==> src/rtl/mips_pkg.sv <==
// Shared hazard-unit definitions: stall reason encoding, default
// mult/div latency and the register-match helper.
package mips_pkg;

    typedef enum logic [1:0] {
        HZ_RUN    = 2'd0,
        HZ_LDUSE  = 2'd1,
        HZ_BRWAIT = 2'd2,
        HZ_MDWAIT = 2'd3
    } hazard_reason_t;

    localparam int         MULDIV_LAT_DEF = 4;
    localparam logic [4:0] REG_ZERO       = 5'd0;

    // A producer destination only matters when it is a real register and
    // the consumer actually reads that source field.
    function automatic logic reg_match(input logic [4:0] dst,
                                       input logic [4:0] src,
                                       input logic       use_src);
        return use_src && (dst != REG_ZERO) && (dst == src);
    endfunction

endpackage

==> src/rtl/muldiv_busy_timer.sv <==
// HI/LO busy timer: loaded when a mult/div leaves ID, counts down to zero.
module muldiv_busy_timer
    import mips_pkg::*;
#(
    parameter int LAT = MULDIV_LAT_DEF
) (
    input  logic clk,
    input  logic rst_n,
    input  logic load,
    output logic busy
);

    logic [3:0] cnt_q;

    // Down-counter: a new mult/div reloads, otherwise drain to zero.
    always_ff @(posedge clk or negedge rst_n) begin
        if (!rst_n) begin
            cnt_q <= 4'd0;
        end else if (load) begin
            cnt_q <= 4'(LAT);
        end else if (cnt_q != 4'd0) begin
            cnt_q <= cnt_q - 4'd1;
        end
    end

    assign busy = (cnt_q != 4'd0);

endmodule

==> src/rtl/hazard_stall_unit.sv <==
// Hazard detection for the 5-stage pipeline: load-use, branch/jr operand
// waits and HI/LO busy produce a stall; taken branches and jumps squash IF/ID.
//
//   state     | meaning
//   ----------+-----------------------------------------------
//   HZ_RUN    | no stall last cycle
//   HZ_LDUSE  | stalled on a load feeding the ID instruction
//   HZ_BRWAIT | branch/jr waiting on an EX ALU or MEM load result
//   HZ_MDWAIT | mult/div or mfhi/mflo waiting on HI/LO busy
module hazard_stall_unit
    import mips_pkg::*;
#(
    parameter int MULDIV_LAT = MULDIV_LAT_DEF,
    parameter int CNT_W      = 16
) (
    input  logic             clk,
    input  logic             rst_n,
    input  logic [4:0]       Rs_ID,
    input  logic [4:0]       Rt_ID,
    input  logic             UseRs_ID,
    input  logic             UseRt_ID,
    input  logic [4:0]       Dst_EX,
    input  logic [4:0]       Dst_MEM,
    input  logic             RegWrite_EX,
    input  logic             MemRead_EX,
    input  logic             MemRead_MEM,
    input  logic             Branch_ID,
    input  logic             Taken_ID,
    input  logic             Jump_ID,
    input  logic             MulDiv_ID,
    input  logic             UseHiLo_ID,
    output logic             PC_Write,
    output logic             IF_ID_Write,
    output logic             ID_EX_Bubble,
    output logic             IF_ID_Flush,
    output logic [CNT_W-1:0] Stall_Cnt,
    output logic [CNT_W-1:0] Flush_Cnt
);

    localparam logic [CNT_W-1:0] CNT_MAX = '1;

    hazard_reason_t state_q, state_d;
    logic match_ex, match_mem;
    logic load_use, br_haz, md_haz;
    logic stall, flush;
    logic busy;

    muldiv_busy_timer #(.LAT(MULDIV_LAT)) u_busy (
        .clk   (clk),
        .rst_n (rst_n),
        .load  (MulDiv_ID && !stall),
        .busy  (busy)
    );

    // Hazard decode; jr reads Rs in ID like a branch, so it waits the same way.
    always_comb begin
        match_ex  = reg_match(Dst_EX, Rs_ID, UseRs_ID) || reg_match(Dst_EX, Rt_ID, UseRt_ID);
        match_mem = reg_match(Dst_MEM, Rs_ID, UseRs_ID) || reg_match(Dst_MEM, Rt_ID, UseRt_ID);
        load_use  = MemRead_EX && match_ex;
        br_haz    = (Branch_ID || (Jump_ID && UseRs_ID)) &&
                    ((RegWrite_EX && match_ex) || (MemRead_MEM && match_mem));
        md_haz    = busy && (UseHiLo_ID || MulDiv_ID);
        stall     = load_use || br_haz || md_haz;
        flush     = !stall && (Jump_ID || (Branch_ID && Taken_ID));
    end

    // Pipeline controls and next reason; reset forces the hold-with-bubble pattern.
    always_comb begin
        PC_Write     = 1'b1;
        IF_ID_Write  = 1'b1;
        ID_EX_Bubble = 1'b0;
        IF_ID_Flush  = 1'b0;
        state_d      = HZ_RUN;
        if (md_haz) begin
            state_d = HZ_MDWAIT;
        end else if (load_use) begin
            state_d = HZ_LDUSE;
        end else if (br_haz) begin
            state_d = HZ_BRWAIT;
        end
        if (!rst_n) begin
            PC_Write     = 1'b0;
            IF_ID_Write  = 1'b0;
            ID_EX_Bubble = 1'b1;
        end else if (stall) begin
            PC_Write     = 1'b0;
            IF_ID_Write  = 1'b0;
            ID_EX_Bubble = 1'b1;
        end else if (flush) begin
            IF_ID_Flush  = 1'b1;
        end
    end

    // Reason register, kept for trace visibility.
    always_ff @(posedge clk or negedge rst_n) begin
        if (!rst_n) begin
            state_q <= HZ_RUN;
        end else begin
            state_q <= state_d;
        end
    end

    // Saturating performance counters.
    always_ff @(posedge clk or negedge rst_n) begin
        if (!rst_n) begin
            Stall_Cnt <= '0;
            Flush_Cnt <= '0;
        end else begin
            if (stall && (Stall_Cnt != CNT_MAX)) begin
                Stall_Cnt <= Stall_Cnt + 1'b1;
            end
            if (flush && (Flush_Cnt != CNT_MAX)) begin
                Flush_Cnt <= Flush_Cnt + 1'b1;
            end
        end
    end

endmodule

==> config.mk <==
export PLATFORM = sky130hd
export DESIGN_NAME = hazard_stall_unit
export DESIGN_NICKNAME = d
export VERILOG_FILES = /design/src/rtl/mips_pkg.sv /design/src/rtl/muldiv_busy_timer.sv /design/src/rtl/hazard_stall_unit.sv
export SDC_FILE = /design/constraint.sdc
export NUM_CORES = 1
export LEC_CHECK = 0
export CORE_ASPECT_RATIO = 1.4
export CORE_MARGIN = 4
export CORE_UTILIZATION = 43
export CTS_BUF_LIST = sky130_fd_sc_hd__clkbuf_8
export CTS_CLUSTER_SIZE = 30
export DETAILED_ROUTE_END_ITERATION = 12
export HOLD_SLACK_MARGIN = 0.08
export PLACE_DENSITY = 0.84
export SYNTH_ARGS = -nofsm -noshare
export SYNTH_HDL_FRONTEND = slang
export SYNTH_SLANG_ARGS = --single-unit
==> constraint.sdc <==
create_clock -name clk -period 2.2 [get_ports clk]
set_input_delay 0.44 -clock clk [delete_from_list [all_inputs] [get_ports clk]]
set_output_delay 0.44 -clock clk [all_outputs]
set_load 0.02 [all_outputs]
==> design notes <==
The worst register-to-register path depth is 9. The internal power contribution came out at 0.00182 W. Top logic cell family in the synthesized netlist: simple AND/OR/NAND/NOR gates. The cell repeated most along the worst path was sky130_fd_sc_hd__buf_6. Per the final report, max-transition violations number 0. The net count entering floorplan was 248; the logic depth of the worst setup path including buffers was 7.

The run gives 0.29 ns for the insertion delay of the later-clocked pin in the worst-skew pair. Post-CTS repair changed the size of 59 cells. The run gives 0 as the antenna diode count. The total core area was 4640 um^2. Of the total standard cell area in the layout, the multi-input combinational portion is 38.3%.

The leftover overflow at the end of global routing is 0. The mean number of vias per cell is 5.35. For reference, the clock transition at the flip-flops on the worst setup and hold paths is 0.07 ns. Per the cell usage report, the commonest logic cell in the layout is sky130_fd_sc_hd__clkdlybuf4s50_1. Detailed routing placed a total of 437 um of wire on met3. Gate family responsible for the most delay along the worst path: AND-OR/OR-AND gates.

The clock network burns 16.2% of the power. The count of flip-flops with a built-in enable after synthesis was 0. The commonest register cell is sky130_fd_sc_hd__dfrtp_1. For the total routed wire length on the met1 layer, the log shows 2130 um. The number of hold violations in the final report was 0. Once detail routing completed, the nets flagged for antenna violations numbered 0. Power attributed to sequential cells: 0.00107 W. Synthesis produced a netlist whose cell count is 212. Setup repair after global routing could not meet its margin everywhere. Summing every instance area after synthesis gives 2110 um^2. Cells fill 68.9% of the core in the end.

The H-tree generated during clock tree synthesis spans 2 levels. TritonCTS built the clock tree. Yosys stat counts 212 cells in the synthesized netlist.

The tools report the setup slack of the critical path after layout as -0.166 ns. The run gives 912 nW/um^2 for the power density of the placed cells. Derived from the worst setup path, the maximum achievable clock frequency is 423 MHz. Warnings reported by Yosys during synthesis add up to 0. The critical path goes through buf_6, or3_4, o311a_4, a221oi_4, and2_4, inv_2, buf_6. After layout, the worst path uses 108% of the clock period. The highest layer touched by signal routing is met4. In the final layout, the registers with the most flip-flops are Flush_Cnt (16), Stall_Cnt (16), u_busy.cnt_q (4).

The height of the chip is 90.9 um. In the final design, more cell area goes to combinational gates than to any other class. Cell at the root of the clock tree: sky130_fd_sc_hd__clkbuf_8. The routed design uses 3120 um of met2 wire. STA classifies the critical path endpoint as an output port. The flow ran to the end, but the final reports show violations.

The checks that failed: setup timing. The tools report the number of setup buffers added after CTS as 1. Leakage power summed over all cells: 1.38 nW. The tool flagged a number of max-cap violations equal to 0.

Of the total synthesized cell area, the portion taken by AND-OR and OR-AND cells is 5.75%. In the final report, the number of endpoints failing setup comes to 4. The flop share of the area came out at 28.2%.

Leading cell type by number of instances after synthesis: sky130_fd_sc_hd__dfrtp_1. Setup slack on the worst path after placement came out at -0.952 ns. The layout clock buffer count was 6; the maximum buffer depth of the clock tree was 2. The design has 36 sequential cells. The cell type with the largest total area after synthesis is sky130_fd_sc_hd__dfrtp_1. The endpoint identified for the worst register-to-register timing path is Flush_Cnt[1]$_DFFE_PN0P_.

The number of buffer and inverter instances along the worst setup path works out to 3. With the area of the multi-input gates at 1220 um^2, the via count of the first global-routing pass is 2007. In this run, power in combinational logic comes to 0.00138 W. The number of placed instances, taps included, is 358.

In the synthesized netlist, the cells that appear most often are sky130_fd_sc_hd__dfrtp_1, sky130_fd_sc_hd__xnor2_1, sky130_fd_sc_hd__nand2_1. For this run, global-route usage on met2 was measured as 34.9%. The cell-mix breakdown from Yosys lists the simple-gate area share as 24.1%. Layout filler cell count: 374.

The sequential cells in the finished layout cover a total of 901 um^2. The setup check on the worst reg-to-reg path leaves a slack of 0.06 ns. The run gives 1 for the count of hold-fix buffers inserted at cts. The share of total power dissipated in combinational logic is 47.2%. Registers are responsible for 36.6% of the overall power.

The adder and majority gate portion of the synthesized area was 2.37%. The routed layout reports a DRC error count of 0. Per the layout report, the design carries 6 non-clock inverters. For the met3 capacity usage during global routing, the log shows 4.48%.

The run gives 45.4% for the starting density of the core. The floorplan has 29 rows. The final timing report derives a shortest allowable period of 2.37 ns. The run gives 67 for the number of buffers inserted by port buffering. Cell type of the slowest stage on the worst timing path: sky130_fd_sc_hd__or3_4. The tool warning count for the run is 30. After the last flow step, the layout net total stands at 345. The first global-routing pass estimated 9230 um of wire. By startpoint and endpoint, the worst setup path is classified as input pin to output port. TritonCTS created 5 clock buffers. The run gives 27.6% for the proportion of final cell area spent on non-clock buffers. The data required time at the worst endpoint came out at 1.76 ns.

The type of element launching the critical path was an input pin. met1 track demand over resource after global routing is 21.7%. The flop and latch count out of synthesis is 36, and the count of inserted tapcells is 62. Post-layout total power: 0.00292 W.

Hold is met by 0.143 ns. The die covers 6110 um^2.
### Sizing map

Drawn at 3 px/um.
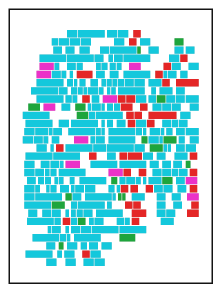
Key: magenta = x6 and larger [cells 10, share 3.2%, most used clkbuf_8]; cyan = x1 and smaller [cells 243, share 78%, most used clkdlybuf4s50_1]; green = x2 [cells 19, share 6.1%, most used inv_2]; red = x3 and x4 [cells 38, share 12%, most used buf_4]
summed area of non-filler cells in the final layout: 3200 um^2
Final WS setup: -0.166 ns
area growth from synthesis to final layout: 51.6%

### Wiring heat map

Drawn at 4 px/um. 13 x 18 tiles, from dark purple (low) to yellow (high), scaled to the fullest tile. Values are wire area over tile area, all layers added.
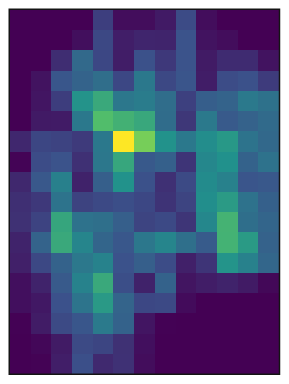
The mean over all tiles is 0.15. The densest ninth of the die: right middle. 19% of the tiles are nearly empty. The emptiest ninth of the die: bottom right. 9.0% of the tiles are over half the peak.
routed wire length: 5790 um
detailed-route via count: 1989
Global Route Usage Sum: 19.4%
post-detailed-route wirelength per cell: 15.6 um

Power figures rest on the tool's default switching activity, not on a simulated workload.
